<file path="config.mk">
export PLATFORM = sky130hd
export DESIGN_NAME = fp_accum
export DESIGN_NICKNAME = d
export VERILOG_FILES = /design/src/rtl/fp_accum.sv
export SDC_FILE = /design/constraint.sdc
export NUM_CORES = 1
export LEC_CHECK = 0
export CORE_UTILIZATION = 35
export CTS_CLUSTER_SIZE = 30
export DETAILED_ROUTE_END_ITERATION = 8
export GPL_TIMING_DRIVEN = 0
export PLACE_DENSITY = 0.56
export SYNTH_ARGS = -nofsm -noshare
export SYNTH_HDL_FRONTEND = slang
export SYNTH_SLANG_ARGS = --single-unit
</file>
<file path="constraint.sdc">
create_clock -name clk -period 6.5 [get_ports clk]
set_input_delay 1.3 -clock clk [delete_from_list [all_inputs] [get_ports clk]]
set_output_delay 1.3 -clock clk [all_outputs]
set_load 0.05 [all_outputs]
</file>
<file path="src/rtl/fp_accum.sv">
// Floating-point (fp24) batch accumulator: one operand every four cycles through
// ALIGN/ADD/NORM, sum presented in OUT until downstream accepts it.
module fp_accum #(
    parameter int WIDTH = 24
) (
    input  logic             clk,
    input  logic             rst,
    input  logic             in_valid,
    input  logic [WIDTH-1:0] in_data,
    input  logic             in_last,
    output logic             in_ready,
    output logic             out_valid,
    output logic [WIDTH-1:0] out_data,
    input  logic             out_ready
);

    typedef enum logic [2:0] {IDLE, ALIGN, ADD, NORM, OUT} state_t;

    state_t           state_q, state_d;
    logic [WIDTH-1:0] opnd_q, opnd_d;
    logic             last_q, last_d;
    logic [WIDTH-1:0] acc_q, acc_d;

    logic [15:0] big_man_q, sml_man_q;
    logic [7:0]  exp_q;
    logic        sign_q, sub_q;
    logic [16:0] sum_q;

    logic        a_zero, b_zero, a_big;
    logic [22:0] a_mag, b_mag;
    logic [15:0] a_man, b_man, big_man, sml_man, sml_shift;
    logic [7:0]  big_exp, sml_exp, exp_diff;
    logic        big_sign, sml_sign;

    function automatic logic [4:0] clz16(input logic [15:0] v);
        logic [4:0] n;
        n = 5'd16;
        for (int i = 0; i < 16; i++) begin
            if (v[i]) n = 5'(15 - i);
        end
        return n;
    endfunction

    // Normalise a 17-bit magnitude, then flush underflow to +0 and clamp overflow.
    function automatic logic [23:0] normalize(input logic [16:0] sum,
                                              input logic [7:0]  exp_in,
                                              input logic        sign);
        logic [4:0]        lz;
        logic [15:0]       man;
        logic signed [9:0] exp_n;
        lz = clz16(sum[15:0]);
        if (sum == 17'd0) return 24'h000000;
        if (sum[16]) begin
            man   = sum[16:1];
            exp_n = signed'({2'b00, exp_in}) + 10'sd1;
        end else begin
            man   = sum[15:0] << lz;
            exp_n = signed'({2'b00, exp_in}) - signed'({5'b00000, lz});
        end
        if (exp_n < 10'sd1) return 24'h000000;
        if (exp_n > 10'sd254) return {sign, 8'hFE, 15'h7FFF};
        return {sign, exp_n[7:0], man[14:0]};
    endfunction

    assign in_ready  = (state_q == IDLE);
    assign out_valid = (state_q == OUT);
    assign out_data  = acc_q;

    always_comb begin
        state_d = state_q;
        opnd_d  = opnd_q;
        last_d  = last_q;
        acc_d   = acc_q;
        case (state_q)
            IDLE: if (in_valid) begin
                opnd_d  = in_data;
                last_d  = in_last;
                state_d = ALIGN;
            end
            ALIGN: state_d = ADD;
            ADD:   state_d = NORM;
            NORM: begin
                acc_d   = normalize(sum_q, exp_q, sign_q);
                state_d = last_q ? OUT : IDLE;
            end
            OUT: if (out_ready) begin
                acc_d   = '0;
                state_d = IDLE;
            end
            default: state_d = IDLE;
        endcase
    end

    // Operand selection: exponent-0 values are zero, larger magnitude stays unshifted.
    always_comb begin
        a_zero    = (acc_q[22:15] == 8'd0);
        b_zero    = (opnd_q[22:15] == 8'd0);
        a_mag     = a_zero ? 23'd0 : acc_q[22:0];
        b_mag     = b_zero ? 23'd0 : opnd_q[22:0];
        a_man     = a_zero ? 16'd0 : {1'b1, acc_q[14:0]};
        b_man     = b_zero ? 16'd0 : {1'b1, opnd_q[14:0]};
        a_big     = (a_mag >= b_mag);
        big_man   = a_big ? a_man : b_man;
        sml_man   = a_big ? b_man : a_man;
        big_exp   = a_big ? a_mag[22:15] : b_mag[22:15];
        sml_exp   = a_big ? b_mag[22:15] : a_mag[22:15];
        big_sign  = a_big ? acc_q[23] : opnd_q[23];
        sml_sign  = a_big ? opnd_q[23] : acc_q[23];
        exp_diff  = big_exp - sml_exp;
        sml_shift = (exp_diff >= 8'd17) ? 16'd0 : (sml_man >> exp_diff);
    end

    always_ff @(posedge clk) begin
        if (rst) begin
            state_q <= IDLE;
            opnd_q  <= '0;
            last_q  <= 1'b0;
            acc_q   <= '0;
        end else begin
            state_q <= state_d;
            opnd_q  <= opnd_d;
            last_q  <= last_d;
            acc_q   <= acc_d;
        end
    end

    // ALIGN -> ADD boundary
    always_ff @(posedge clk) begin
        if (state_q == ALIGN) begin
            big_man_q <= big_man;
            sml_man_q <= sml_shift;
            exp_q     <= big_exp;
            sign_q    <= big_sign;
            sub_q     <= big_sign ^ sml_sign;
        end
    end

    // ADD -> NORM boundary
    always_ff @(posedge clk) begin
        if (state_q == ADD) begin
            sum_q <= sub_q ? ({1'b0, big_man_q} - {1'b0, sml_man_q})
                           : ({1'b0, big_man_q} + {1'b0, sml_man_q});
        end
    end

endmodule

</file>
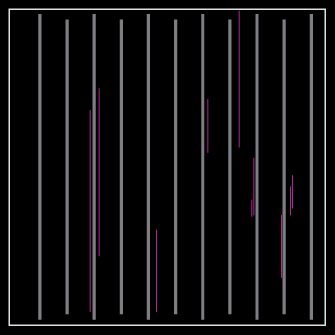
run_1/met4.png
Drawn at 2 px/um. Supply wires on this layer in grey.
main direction: vertical
share of all routed wire: 1.7%

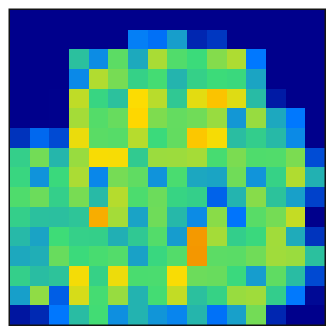
run_1/density.png
Drawn at 2 px/um. 16 x 16 tiles, from dark blue (low) to red (high), 0 to 100% covered.
tiles over 75% full: 2.3%
fullest tile: 83%
nearly empty tiles: 21%
mean over tiles: 38%
Initial Util: 0.359
core area: 23,500 sq um

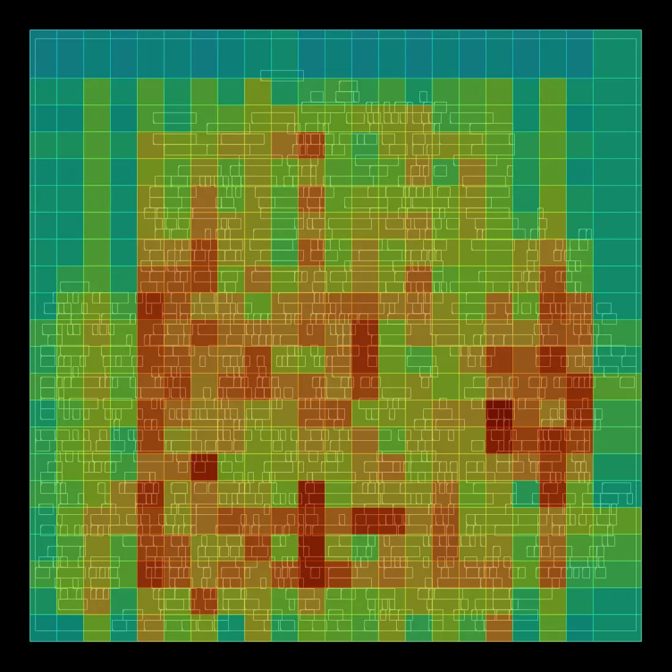
run_1/final_congestion.png
global routing usage on met3: 0.0275
busiest grt layer: met2

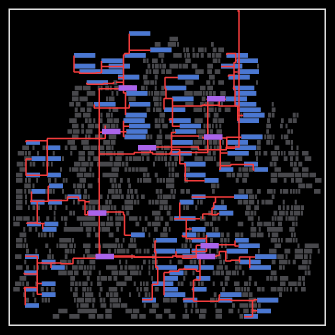
run_1/clock_map.png
Drawn at 2 px/um.
[clock wires] red | length: 1,470 um
[flip-flops] blue | count: 111
[cells driving clock nets] purple | count: 9
routed clock nets: 10
Clk. pwr: 0.000567 W
clk_lat worst skew: 0.37 ns
Clock power frac: 0.243
clk_skew: 0.0118 ns

-- run 1: area by class of cell --
class / count / share of cell area
Multi-Input combinational cell: 781 / 0.533
Sequential cell: 111 / 0.289
Timing Repair Buffer: 58 / 0.0603
Tap cell: 319 / 0.0410
Buffer: 62 / 0.0289
Clock buffer: 10 / 0.0245
Inverter: 44 / 0.0170
Clock inverter: 6 / 0.00617
-- run 1: per-layer routing --
metal  part of all wire  GRT usage  vias up
li1                   -          -     3739
met3              0.051     0.0275       25
met4              0.017     0.0536        0
met5                  0          0        -
met2               0.44      0.317      201
met1               0.49      0.293     3468
-- run 1: flip-flops by register name, indices dropped and copies added, names as in the netlist --
register and cells:
opnd_q 24, out_data 24, sum_q 17, big_man_q 16
sml_man_q 16, exp_q 8, state_q 3, last_q 1
sign_q 1, sub_q 1
==> results.txt, run 1 <==
yosys + openroad results -> CP max FO=10, Post-Syn Instances=~1,000, Comb group=0.000899 W, Worst Max-Slew Pin Slew=approximately 0.71 ns, PwrDens=239 nW/um^2, Fin Hold WS=0.455 ns, antenna violations before repair=0, WL final=24,400 um, Adder Area Share=0.0759, max incr delay on CP=0.48 ns, MI comb area=5190 sq um, CP Launch Type=flip-flop, Critical Path, Cell by Cell=nor4_1, nand2_1, clkbuf_1, and2_1, ha_1, a21oi_1, o21ai_0, a221oi_2, nand3_2, nor3_1, a22oi_4, ha_1, buf_4, inv_1, clkbuf_1, mux2i_1, mux2i_1, mux2_2, a22oi_1, nor2_1, clk sinks=111, yosys synthesis warning count=0, NumNets Final=approximately 1.1k, DRC violations left=0, CP delay by family, top=simple AND/OR/NAND/NOR gates, #FFs+latches synth=about 110, first-pass GRT wire length=38,400 um, Die Area=24,700 sq um, Gate power share=0.386, fmax=175 MHz, synth cell count leaders=nand2_1, a21oi_1, o21ai_0, edfxtp_1, nor2_1, XOR Share, Synth=0.0427, number of enable flip-flop cells=59, Final min period=5.72 ns, Hold WC Path Type=flip-flop to flip-flop, Final Slew Violations=0, CP endpoint kind=flip-flop, FF-to-FF path depth=20, pin count of the biggest net entering global routing=21, Tot Pwr=0.00233 W, fin area=9740 sq um, Int Pwr=0.00144 W, Post-synth ARST share=0, Top cell excl fill/tap=nand2_1, simple share=0.215, WP depth=20, Critical R2R Launch=out_data[20]$_SDFFE_PP0P_, Clock transition at path regs=0.08 ns, CP Data Arrival Time=roughly 5.8 ns, post-route antenna net violation count=0, H-tree depth=3, worst slack, placed=0.880 ns, CP max-delay cell=clkbuf_1, mux share=0.0821, status=completed, cycle use final=0.880, Post-DP Area=9440 sq um, final core utilization=0.414, Fin Setup TNS=0 ns, Hold Buf Count CTS=0, fill count=2,465, row count=56, Critical path origin=out_data[20]$_SDFFE_PP0P_, Synth top cell by count=nand2_1, vias in the first global route=6,780, ys cells=998, Max-Cap Viols=0, Starting DRT DRC Count=520, hold wc startpoint=opnd_q[0]$_SDFFE_PP0P_, fin cells=1,391, CTS root buf=clkbuf_16, register area=2810 sq um, Seq. pwr=0.000865 W, fraction of layout cells with a size suffix above 1=0.0858, die width=157 um, Initial DRT Pass Iterations=4, Post-synth seq share=0.333, net switching power=0.000891 W, CTS max path bufs=2, final setup margin=approximately 0.8 ns, top cells by area, synth=edfxtp_1, dfxtp_1, ha_1, yosys aoi share=0.198, Peak supply drop=around 0.00013 V
==> run 2: changes to the inputs <==
Settings changed: ABC_CLOCK_PERIOD_IN_PS from default to 6500.
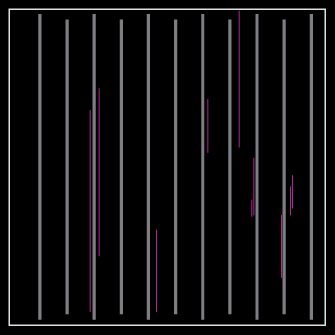
run_2/met4.png
Drawn at 2 px/um. Supply wires on this layer in grey.
main direction: vertical
share of all routed wire: 1.7%
nets with wire on the layer: 8
wire length on this layer: 418 um
longest straight run: 101 um
routed vias: 7,433
WL final: 24,400 um

==> run 2 against run 1 <==
  * Count of clock-buffer cells in the layout stayed put
  * Hold slack stayed put
  * Sequential power hardly changed
  * Utilization stayed put
  * Total power stayed put
  * Register-to-register slack hardly changed
  * Die size stayed put
  * Combinational power hardly changed
  * First-iteration DRC count stayed put
  * Largest power group unchanged
  * Global-route usage stayed put
  * Non-clock buffer count stayed put
  * Via count stayed put
==> results.txt, run 2 <==
yosys + openroad results -> Initial Util=0.359 (unchanged), met2 GRT Util=0.317 (unchanged), vias in the first global route=6,780 (unchanged), Final Slew Violations=0 (unchanged), Gate power share=0.386 (about the same), CP Launch Type=flip-flop, CP max-delay cell=clkbuf_1, RSZ-0062 raised after global routing=no, Clock power frac=0.243 (about the same), Layout non-clock buf frac=0.0892 (unchanged), clk_skew=0.0118 ns (unchanged), Multi-In Gates=781 (unchanged), antenna violations before repair=0 (unchanged), Int Pwr=0.00144 W (unchanged), Post-synth seq share=0.333 (unchanged), NumNets Final=1,146 (unchanged), Seq pwr share=0.371, Synth top cell by count=nand2_1, synth cell count leaders=nand2_1, a21oi_1, o21ai_0, edfxtp_1, nor2_1, pin count of the biggest net entering global routing=21 (unchanged), MI comb area=5190 sq um (unchanged), Hold WC Path Type=flip-flop to flip-flop, top cells by area, synth=edfxtp_1, dfxtp_1, ha_1, Num CTS Buffers=9, cycle use final=0.880 (unchanged), Final clock-cell share=0.0307 (unchanged), fill count=2,465 (unchanged), Commonest flop=edfxtp_1, met3 WL=1250 um (unchanged), busiest grt layer=met2, tapcell count=319 (unchanged), Top cell excl fill/tap=nand2_1, CP delay by family, top=simple AND/OR/NAND/NOR gates, Final min period=5.72 ns (unchanged), logic share of the area=0.533 (unchanged), Adder Area Share=0.0759 (unchanged), post-route antenna net violation count=0 (unchanged), row count=56 (unchanged), fraction of layout cells with a size suffix above 1=0.0858 (unchanged), Starting DRT DRC Count=520 (unchanged), fin area=9740 sq um (unchanged), XOR Share, Synth=0.0427 (unchanged), core area=23,500 sq um (unchanged), Peak supply drop=0.000130 V (unchanged), CP max FO=10 (unchanged), Clk. pwr=0.000567 W (about the same), inverters=44 (unchanged), max incr delay on CP=0.48 ns (about the same), # resized after CTS=0, yosys aoi share=0.198 (unchanged), endpoints failing hold=0, register area=2810 sq um (unchanged), clk sinks=111 (unchanged), Leading cell kind=combinational gates, Comb group=0.000899 W (about the same), I/O Pins=55, fin cells=1,391 (unchanged), Worst Max-Slew Pin Slew=0.711 ns (unchanged), Met2 Routed Length=10,700 um (unchanged), Tot Pwr=0.00233 W (unchanged), GR Util met1=0.293 (unchanged), net switching power=0.000891 W (unchanged), CTS max path bufs=2 (unchanged), Metal-1 WL=12,000 um (unchanged), dpl hpwl=between 15,000 and 20,000 um, post-placement cell count=between 1k and 1.5k, global routing usage on met3=0.0275 (unchanged), Top Consumer=combinational cells, Mapped Avg Cell Area=8.46 sq um, Seq Cell Count=111 (unchanged), Die Area=24,700 sq um (unchanged), mux share=0.0821 (unchanged), Routed wire per std cell=17.5 um, OpenROAD warnings=27, final setup margin=0.778 ns (unchanged), Vias/cell=~5.3, global-route total usage across every layer=0.203, DR top layer=met4, status=completed, fmax=175 MHz (unchanged), die width=157 um (unchanged), Initial DRT Pass Iterations=4 (unchanged), Hold Buf Count CTS=0 (unchanged), port buffer count=between 50 and 60, ys cells=998 (unchanged), clock buffers=10 (unchanged), Non-clk bufs=120 (unchanged), Clock transition at path regs=0.08 ns (about the same), first-pass GRT wire length=38,400 um (unchanged), Critical Path, Cell by Cell=nor4_1, nand2_1, clkbuf_1, and2_1, ha_1, a21oi_1, o21ai_0, a221oi_2, nand3_2, nor3_1, a22oi_4, ha_1, buf_4, inv_1, clkbuf_1, mux2i_1, mux2i_1, mux2_2, a22oi_1, nor2_1, number of enable flip-flop cells=59 (unchanged), clk_lat worst skew=0.37 ns (about the same), Post-synth ARST share=0 (unchanged), worst slack, placed=0.880 ns (unchanged), Seq. pwr=0.000865 W (about the same), Fin Setup TNS=0 ns (unchanged), WP data required=roughly 6.6 ns, CP endpoint kind=flip-flop, CP Data Arrival Time=5.83 ns (about the same), distinct lib cells=roughly 87, Seq/total area=0.289 (unchanged), simple share=0.215 (unchanged), CP Buf/Inv Count=4, #FFs+latches synth=111 (unchanged), PwrDens=239 nW/um^2 (unchanged), H-tree depth=3 (unchanged), # diodes=0, post-CTS setup buffer count=0, Worst Setup Path Type=flip-flop to flip-flop, Max-Cap Viols=0 (unchanged), Post-DP Area=9440 sq um (unchanged), DRC violations left=0 (unchanged), Slew headroom=0.520, Post-Syn Instances=998 (unchanged), yosys synthesis warning count=0 (unchanged), CTS root buf=clkbuf_16
## run 2: cell counts after synthesis
No cell type changed its count.
## run 2: worst paths after layout
path,startpoint,end,slack (ns),depth (start not counted)
max reg2reg,out_data[20]$_SDFFE_PP0P_,sml_man_q[3]$_SDFFCE_PP0P_,0.78,20
max,out_data[20]$_SDFFE_PP0P_,sml_man_q[3]$_SDFFCE_PP0P_,0.78,20
min reg2reg,opnd_q[0]$_SDFFE_PP0P_,opnd_q[0]$_SDFFE_PP0P_,0.45,2
min,opnd_q[0]$_SDFFE_PP0P_,opnd_q[0]$_SDFFE_PP0P_,0.45,2
## run 2: stage by stage
stage / hold WS [ns] / util
after global placement: 0.439 / 0.398
after global routing: 0.476 / 0.414
after CTS: 0.456 / 0.414
after floorplan: 0.432 / -
final: 0.455 / 0.414
after detailed placement: 0.446 / 0.401
run_2/port_nets.png
Drawn at 2 px/um.
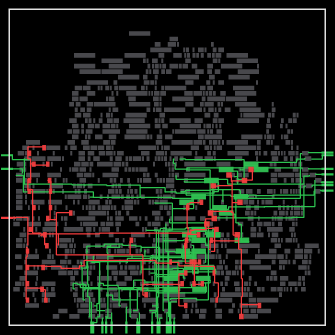

==> run 3: changes to the inputs <==
Settings changed: SLEW_MARGIN from default to 20.
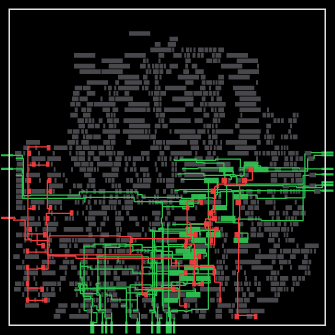
run_3/port_nets.png
Drawn at 2 px/um.
[`rst`] red | bits: 1 | direction: input | edge: left | end cells: 53 | buffers: 6 | wire: 787 um
[`out_data`] green | bits: 24 | direction: output | edge: 15 bottom, 7 right, 2 left | end cells: 24 | buffers: 24 | wire: 2,270 um

==> run 3 against run 2 <==
  * Area after synthesis unchanged
  * Critical path depth is the same
  * Worst setup slack better by 0.041 ns
  * Count of clock-buffer cells in the layout rose by 1
  * Die size is the same
  * Synthesized cell count did not move
  * Sequential share of layout area is essentially flat
  * Final cell count did not move
  * Largest cell class unchanged
  * Highest routed layer unchanged
==> results.txt, run 3 <==
yosys + openroad results -> FF-to-FF path depth=20 (unchanged), internal reg-to-reg setup slack=0.82 ns (+0.04 ns), first-pass GRT wire length=38,000 um (-1.1%), number of enable flip-flop cells=59 (unchanged), final core utilization=0.414 (about the same), die width=157 um (unchanged), fmax=176 MHz (+0.73%), Seq pwr share=0.368 (-0.003), CP Launch Type=flip-flop, Post-Syn Instances=998 (unchanged), row count=56 (unchanged), Initial Util=0.359 (unchanged), Final min period=5.68 ns (-0.0413 ns), Worst Setup Path Type=flip-flop to flip-flop, clk_lat worst skew=0.36 ns (about the same), Post-synth ARST share=0 (unchanged), CP Buf/Inv Count=4 (unchanged), Worst Max-Slew Pin Slew=0.734 ns (+0.0223 ns), Critical R2R Launch=out_data[20]$_SDFFE_PP0P_, CP delay by family, top=simple AND/OR/NAND/NOR gates, hold wc startpoint=opnd_q[0]$_SDFFE_PP0P_, net switching power=0.000881 W (-1.1%), yosys synthesis warning count=0 (unchanged), Top cell excl fill/tap=nand2_1, max incr delay on CP=0.50 ns (+0.02 ns), Setup-failing EPs final=0, OpenROAD warnings=27 (unchanged), post-route antenna net violation count=0 (unchanged), ys cells=998 (unchanged), antenna violations before repair=0 (unchanged), Critical Path, Cell by Cell=nor4_1, nand2_1, clkbuf_1, and2_1, ha_1, a21oi_1, o21ai_0, a221oi_2, nand3_2, nor3_1, a22oi_4, ha_1, buf_4, inv_1, clkbuf_1, mux2i_1, mux2i_1, mux2_2, a22oi_1, nor2_1, synth cell count leaders=nand2_1, a21oi_1, o21ai_0, edfxtp_1, nor2_1, CTS max path bufs=2 (unchanged), Hold Crit Depth=2 (unchanged), fraction of layout cells with a size suffix above 1=0.0858 (unchanged), Slew headroom=0.504 (-0.0150), Gate power share=0.381 (-0.005), Starting DRT DRC Count=574 (+10%), port buffer count=53 (unchanged), Die Area=24,700 sq um (unchanged), Mapped Avg Cell Area=8.46 sq um (unchanged), CP max-delay cell=clkbuf_1, Clock transition at path regs=0.08 ns (about the same), fin area=9740 sq um (about the same), Seq. pwr=0.000865 W (about the same), Top Consumer=combinational cells, WHS Endpoint=opnd_q[0]$_SDFFE_PP0P_, dpl hpwl=19,500 um (about the same), Max-Cap Viols=0 (unchanged), post-CTS setup buffer count=0 (unchanged), I/O Pins=55 (unchanged), reg2reg end=sml_man_q[3]$_SDFFCE_PP0P_, Comb group=0.000897 W (about the same), global-route total usage across every layer=0.201 (-0.00200), # diodes=0 (unchanged), Post-DP Area=9420 sq um (-0.20%), Initial DRT Pass Iterations=5 (+1), PwrDens=241 nW/um^2 (+0.83%), core area=23,500 sq um (unchanged), Vias/cell=5.40 (+1.0%), #FFs+latches synth=111 (unchanged), Routed wire per std cell=17.5 um (-0.39%), fin cells=1,391 (unchanged), distinct lib cells=87 (unchanged), cycle use final=0.874 (-0.00636), # resized after CTS=0 (unchanged), pin count of the biggest net entering global routing=20 (-4.8%), status=completed, Hold Buf Count CTS=0 (unchanged), NumNets Final=1,146 (unchanged), Hold WC Path Type=flip-flop to flip-flop, H-tree depth=3 (unchanged), worst slack, placed=0.891 ns (+0.0109 ns), final setup margin=0.819 ns (+0.0413 ns), WP data required=6.61 ns (about the same), register area=2810 sq um (unchanged), Tot Pwr=0.00235 W (+0.84%), CP Data Arrival Time=5.79 ns (-0.04 ns), routed vias=7,508 (+1.0%), vias in the first global route=6,775 (-0.074%), Clk. pwr=0.000589 W (+3.9%), RSZ-0062 raised after global routing=no, Int Pwr=0.00147 W (+2.0%), CTS root buf=clkbuf_16
-- run 3: layout make-up --
type,count,share of cell area
clock inverter,5,0.00450
buffer,62,0.0289
inverter,44,0.0170
multi-input combinational,781,0.533
timing repair buffer,58,0.0583
tap,319,0.0410
sequential,111,0.289
clock buffer,11,0.0283
-- run 3: cell families after synthesis --
kind of cell | share of synthesized area
flip-flops | 0.333
AND/OR/NAND/NOR | 0.215
adder cells (fa/ha/maj) | 0.0759
buffers and inverters | 0.0529
multiplexers | 0.0821
AND-OR/OR-AND | 0.198
XOR/XNOR | 0.0427
-- run 3: layer usage --
layer | up-vias | part of all wire | track usage
li1 | 3746 | - | -
met1 | 3520 | 0.49 | 0.285
met2 | 214 | 0.44 | 0.309
met3 | 28 | 0.052 | 0.0281
met4 | 0 | 0.026 | 0.0758
met5 | - | 0 | 0
Power figures rest on the tool's default switching activity, not on a simulated workload.
